<file path="config.mk">
export PLATFORM = sky130hd
export DESIGN_NAME = mem_port_arbiter
export DESIGN_NICKNAME = d
export VERILOG_FILES = /design/src/rtl/mem_arb_pkg.sv /design/src/rtl/mem_arb_src_fifo.sv /design/src/rtl/mem_port_arbiter.sv
export SDC_FILE = /design/constraint.sdc
export NUM_CORES = 1
export LEC_CHECK = 0
export CAP_MARGIN = 20
export CORE_AREA = 5 5 105 107
export DETAILED_ROUTE_END_ITERATION = 7
export DIE_AREA = 0 0 110 112
export PLACE_DENSITY = 0.76
export SYNTH_ARGS = -nofsm -noshare
export SYNTH_HDL_FRONTEND = slang
export SYNTH_SLANG_ARGS = --single-unit
</file>
<file path="constraint.sdc">
create_clock -name clk -period 3.6 [get_ports clk]
set_input_delay 0.36 -clock clk [delete_from_list [all_inputs] [get_ports clk]]
set_output_delay 0.36 -clock clk [all_outputs]
set_load 0.02 [all_outputs]
</file>
<file path="src/rtl/mem_arb_pkg.sv">
// mem_arb_pkg: state encoding and source ids shared by the memory port arbiter
package mem_arb_pkg;
  typedef enum logic [1:0] {
    RUN     = 2'd0,
    DRAIN   = 2'd1,
    STOPPED = 2'd2
  } state_t;
  localparam logic SRC_IF = 1'b0;
  localparam logic SRC_LS = 1'b1;
endpackage

</file>
<file path="src/rtl/mem_arb_src_fifo.sv">
// mem_arb_src_fifo: 1-bit source-id FIFO tracking which requester owns each in-flight access
module mem_arb_src_fifo #(
  parameter int DEPTH = 4,
  localparam int AW = $clog2(DEPTH),
  localparam int CW = AW + 1
) (
  input  logic          clk,
  input  logic          rst_n,
  input  logic          push,
  input  logic          pop,
  input  logic          din,
  output logic          head,
  output logic          full,
  output logic          empty,
  output logic [CW-1:0] count
);
  logic [DEPTH-1:0] mem;
  logic [AW-1:0] wptr, rptr;
  logic do_pop, do_push;
  assign empty = count == '0;
  assign full = count == CW'(DEPTH);
  assign do_pop = pop & ~empty;
  assign do_push = push & (~full | do_pop);
  assign head = mem[rptr];
  // storage and pointers; a push into a full FIFO is legal when the head leaves in the same cycle
  always_ff @(posedge clk or negedge rst_n) begin
    if (!rst_n) begin
      mem <= '0;
      wptr <= '0;
      rptr <= '0;
      count <= '0;
    end else begin
      if (do_push) mem[wptr] <= din;
      wptr <= wptr + AW'(do_push);
      rptr <= rptr + AW'(do_pop);
      count <= count + CW'(do_push) - CW'(do_pop);
    end
  end
endmodule

</file>
<file path="src/rtl/mem_port_arbiter.sv">
// mem_port_arbiter: shares one memory port between fetch and load/store with in-order routing and drain/stop
module mem_port_arbiter
  import mem_arb_pkg::*;
#(
  parameter int ADDR_W = 32,
  parameter int DATA_W = 32,
  parameter int MAX_OUT = 4,
  parameter int STARVE_LIMIT = 3
) (
  input  logic              clk,
  input  logic              rst_n,
  input  logic              if_req,
  input  logic [ADDR_W-1:0] if_addr,
  output logic              if_gnt,
  output logic              if_rvalid,
  output logic [DATA_W-1:0] if_rdata,
  input  logic              ls_req,
  input  logic              ls_we,
  input  logic [DATA_W/8-1:0] ls_be,
  input  logic [ADDR_W-1:0] ls_addr,
  input  logic [DATA_W-1:0] ls_wdata,
  output logic              ls_gnt,
  output logic              ls_rvalid,
  output logic [DATA_W-1:0] ls_rdata,
  output logic              mem_req,
  output logic              mem_we,
  output logic [DATA_W/8-1:0] mem_be,
  output logic [ADDR_W-1:0] mem_addr,
  output logic [DATA_W-1:0] mem_wdata,
  input  logic              mem_gnt,
  input  logic              mem_rvalid,
  input  logic [DATA_W-1:0] mem_rdata,
  input  logic              stop_req,
  output logic              quiesced,
  output logic              proto_err
);
  localparam int CW = $clog2(MAX_OUT) + 1;
  localparam int SW = $clog2(STARVE_LIMIT + 1);
  state_t state, state_nx;
  logic [CW-1:0] outstanding;
  logic [SW-1:0] streak;
  logic full, empty, head, pop, issue, sel_if, gnt;
  assign pop = mem_rvalid & ~empty;
  assign issue = rst_n && state == RUN && !stop_req && (!full || pop);
  assign sel_if = if_req & (~ls_req | streak == SW'(STARVE_LIMIT));
  assign mem_req = issue & (if_req | ls_req);
  assign gnt = mem_req & mem_gnt;
  assign if_gnt = gnt & sel_if;
  assign ls_gnt = gnt & ~sel_if;
  assign mem_we = mem_req & ~sel_if & ls_we;
  assign mem_be = !mem_req ? '0 : sel_if ? '1 : ls_be;
  assign mem_addr = !mem_req ? '0 : sel_if ? if_addr : ls_addr;
  assign mem_wdata = mem_req & ~sel_if ? ls_wdata : '0;
  assign if_rvalid = pop & head == SRC_IF;
  assign ls_rvalid = pop & head == SRC_LS;
  assign if_rdata = rst_n ? mem_rdata : '0;
  assign ls_rdata = rst_n ? mem_rdata : '0;
  assign quiesced = state == STOPPED;
  mem_arb_src_fifo #(.DEPTH(MAX_OUT)) u_fifo (
    .clk(clk),
    .rst_n(rst_n),
    .push(gnt),
    .pop(pop),
    .din(sel_if ? SRC_IF : SRC_LS),
    .head(head),
    .full(full),
    .empty(empty),
    .count(outstanding)
  );
  // drain sequencing: stop leads to DRAIN, and STOPPED once nothing is in flight
  always_comb begin
    state_nx = state;
    state_nx = !stop_req ? RUN : state == RUN ? DRAIN : (state == STOPPED || outstanding == '0) ? STOPPED : DRAIN;
  end
  // state register
  always_ff @(posedge clk or negedge rst_n) begin
    if (!rst_n) state <= RUN;
    else state <= state_nx;
  end
  // fairness streak and sticky protocol error
  always_ff @(posedge clk or negedge rst_n) begin
    if (!rst_n) begin
      streak <= '0;
      proto_err <= 1'b0;
    end else begin
      streak <= (if_gnt || !if_req) ? '0 : (ls_gnt && streak != SW'(STARVE_LIMIT)) ? streak + SW'(1) : streak;
      proto_err <= proto_err | (mem_rvalid & empty);
    end
  end
endmodule
</file>
==> notes.org <==
#+TITLE: Physical design notes

** Yosys
- After synthesis, the design contains 292 cells according to Yosys.
- Of all flip-flops after synthesis, the portion carrying an async set or reset was 100%.
- Ys Warns :: 0
- For reference, compound AND-OR and OR-AND cells occupy 9.43% of the area reported after synthesis.
- Cells after synthesis :: 292
- Cell area after synthesis :: 2080 µm²
- Post-synth top area cell :: dfrtp_1
- The most used flip-flop cell after synthesis is dfrtp_1.
- Chip area line of the yosys report :: roughly 2100 µm²
- Summing the areas of all and, or, nand and nor instances in the mapped netlist gives 44.4% of the synthesized area.
- Seq/Total Area, Yosys :: between 10% and 20%

** Worst hold path
- Looking at the hold checks, the worst path lands on proto_err.
- The worst hold path begins at proto_err.

** Setup path
- The worst setup path is launched from an input pin.
- Worst R2R Path Depth :: 9
- Startpoint of the worst register-to-register path :: state[0]
- The timing report gives the worst reg2reg path a setup slack of approximately 1.1 ns.

** Die
- According to the I/O placement log, the pin count is 280.
- Std-Cell Rows :: 37
- Overall die width :: 110 µm
- Area of the core :: 10000 µm²

** Flow run
- Number of max-capacitance violations reported :: 0
- OpenROAD emitted warnings numbering 26.

** Power and ir drop
- Total sequential power :: 0.308 mW
- Power density over the cells :: between 200 and 300 nW/µm²
- Internal power contribution :: approximately 0.77 mW
- Switching power as a fraction of the total was reported as 36.5%.
- Power drawn by the combinational cells :: around 0.75 mW

** Global route
- The number of global-route vias before repair is 2813.
- The first global-routing pass estimated 14.8 mm of wire.
- Pin count of the biggest net entering global routing :: 49

** Layout
- The layout summary lists the proportion of cells stronger than drive strength 1 as 8.32%.
- Top logic cells by instance count in the layout :: clkdlybuf4s50_1, nand2_1, and2_1
- According to the finish report, the design has a final net count of 676.

** Clock tree
- The clock drives 16 sinks.
- Clock slew at reported path FFs :: 0.06 ns
- The skew report gives the latency at the later pin of the worst-skew pair as 0.25 ns.
- TritonCTS built the clock tree.
- Clock H-tree levels :: 1

** Final timing
- The final timing report lists a max-slew violation count of 0.
- The final report lists the setup-violating endpoint count as 0.

** Placement
- Per the gpl log, the routability congestion estimate is approximately 0.86.

** Drt
- Via count :: 2740
- Post-detailed-route count of antenna-violating nets :: 0
- For this block, the initial DRC count from the detailed router was about 120.
- Routed wire length :: 10.3 mm

** Run status
- Result of the run :: completed
[worst max path at each step]
stage / start / endpoint / slack, ns / depth (start not counted)
floorplan: state[0] / u_fifo.count[2] / 1.38 / 10
global placement: rst_n / mem_wdata[14] / 0.42 / 6
detailed placement: rst_n / mem_wdata[14] / 0.44 / 6
CTS: rst_n / mem_wdata[14] / 0.42 / 6
global route: rst_n / mem_wdata[14] / 0.29 / 6
finish: rst_n / mem_wdata[14] / 0.50 / 6
[area by class of cell]
class | instances | share of cell area, %
sequential | 16 | 8.34
tap | 136 | 3.54
multi-input combinational | 220 | 27.2
timing repair buffer | 283 | 59.3
inverter | 6 | 0.469
clock buffer | 4 | 1.15
[worst max-delay path, stage by stage]
cell and delay (ns):
clkdlybuf4s50_1 0.48, nor4b_1 0.40, and2_4 0.27, and3_4 0.40, and2_4 0.19, clkdlybuf4s50_1 0.64
[metal layers]
| layer | global-route usage [%] | vias to the layer above | wire (µm) |
|---|---|---|---|
| met3 | 4.35 | 15 | 1080 |
| met1 | 14.8 | 1227 | 3500 |
| met4 | 3.57 | 0 | 192 |
| met2 | 29.9 | 127 | 5560 |
| li1 | - | 1371 | - |
| met5 | 0 | - | 0 |
[through the flow]
step           hold WS (ns)  cell area, µm²  std cells  utilization [%]
3_3_place_gp          0.449            4750        661             47.3
4_1_cts               0.479            4800        665             47.8
2_1_floorplan        0.0644            2080        292                -
6_report              0.473            4800        665             47.8
5_1_grt               0.501            4800        665             47.8
3_5_place_dp          0.461            4750        661             47.3
[registers in the layout, indices dropped and copies added (netlist names)]
name	count
proto_err	1
u_fifo.mem	4
u_fifo.rptr	2
streak	2
state	2
u_fifo.wptr	2
u_fifo.count	3
**Supply network**

Drawn at 4 px/µm. Pins as bars on the die edge. Tap cells in grey.
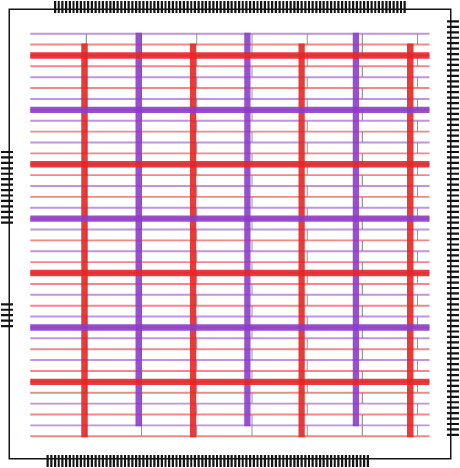
colour	net
purple	VDD
red	VSS
tap cells	136
signal pins	280
met5 straps	7
rows	37

**Placed cells, one colour a class**

Drawn at 4 px/µm. Fill, decap, tap and diode cells in grey.
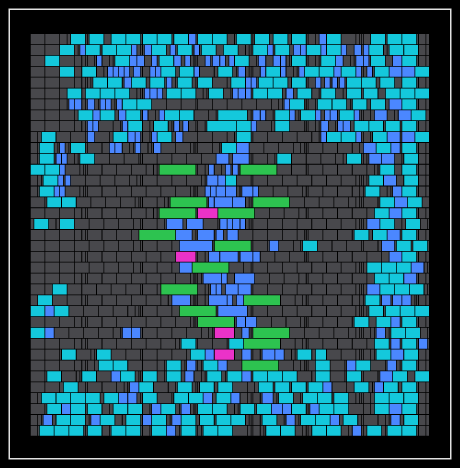
colour	class	cells
cyan	other buffers and delay cells	283
green	flip-flops	16
blue	all other logic	226
magenta	clock drivers and dummy loads	4

**Routed clock nets over the placement**

Drawn at 3 px/µm.
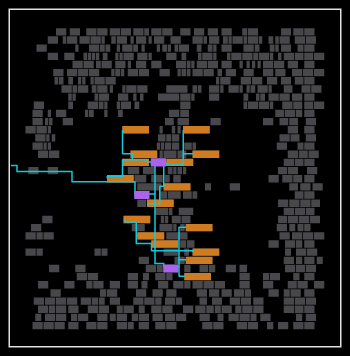
[cyan] clock wires | length: 229 µm
[orange] flip-flops | count: 16
[purple] cells driving clock nets | count: 3
flops lie	centre

**Routed metal, one colour a layer**

Drawn at 4 px/µm.
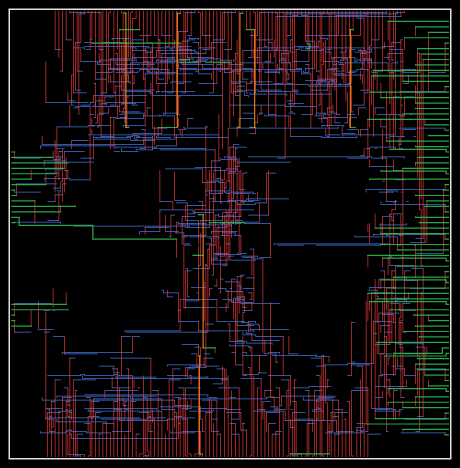
colour	layer	wire length
blue	met1	3500 µm
red	met2	5560 µm
orange	met4	192 µm
green	met3	1080 µm

**Congestion heat map**

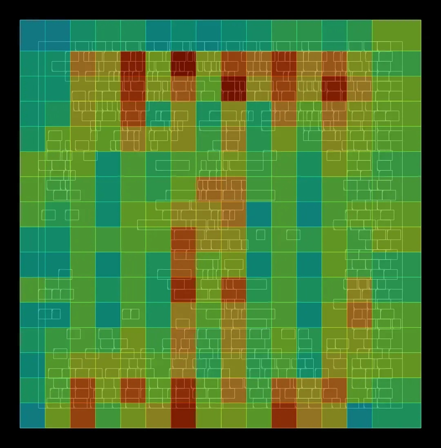
met1 track demand over resource: 14.8%
M2 GR Usage: 29.9%
final standard cell utilization of the core: 47.8%
Overall Global Routing Usage: 15.1%

Power is estimated from default activity; no workload was simulated.
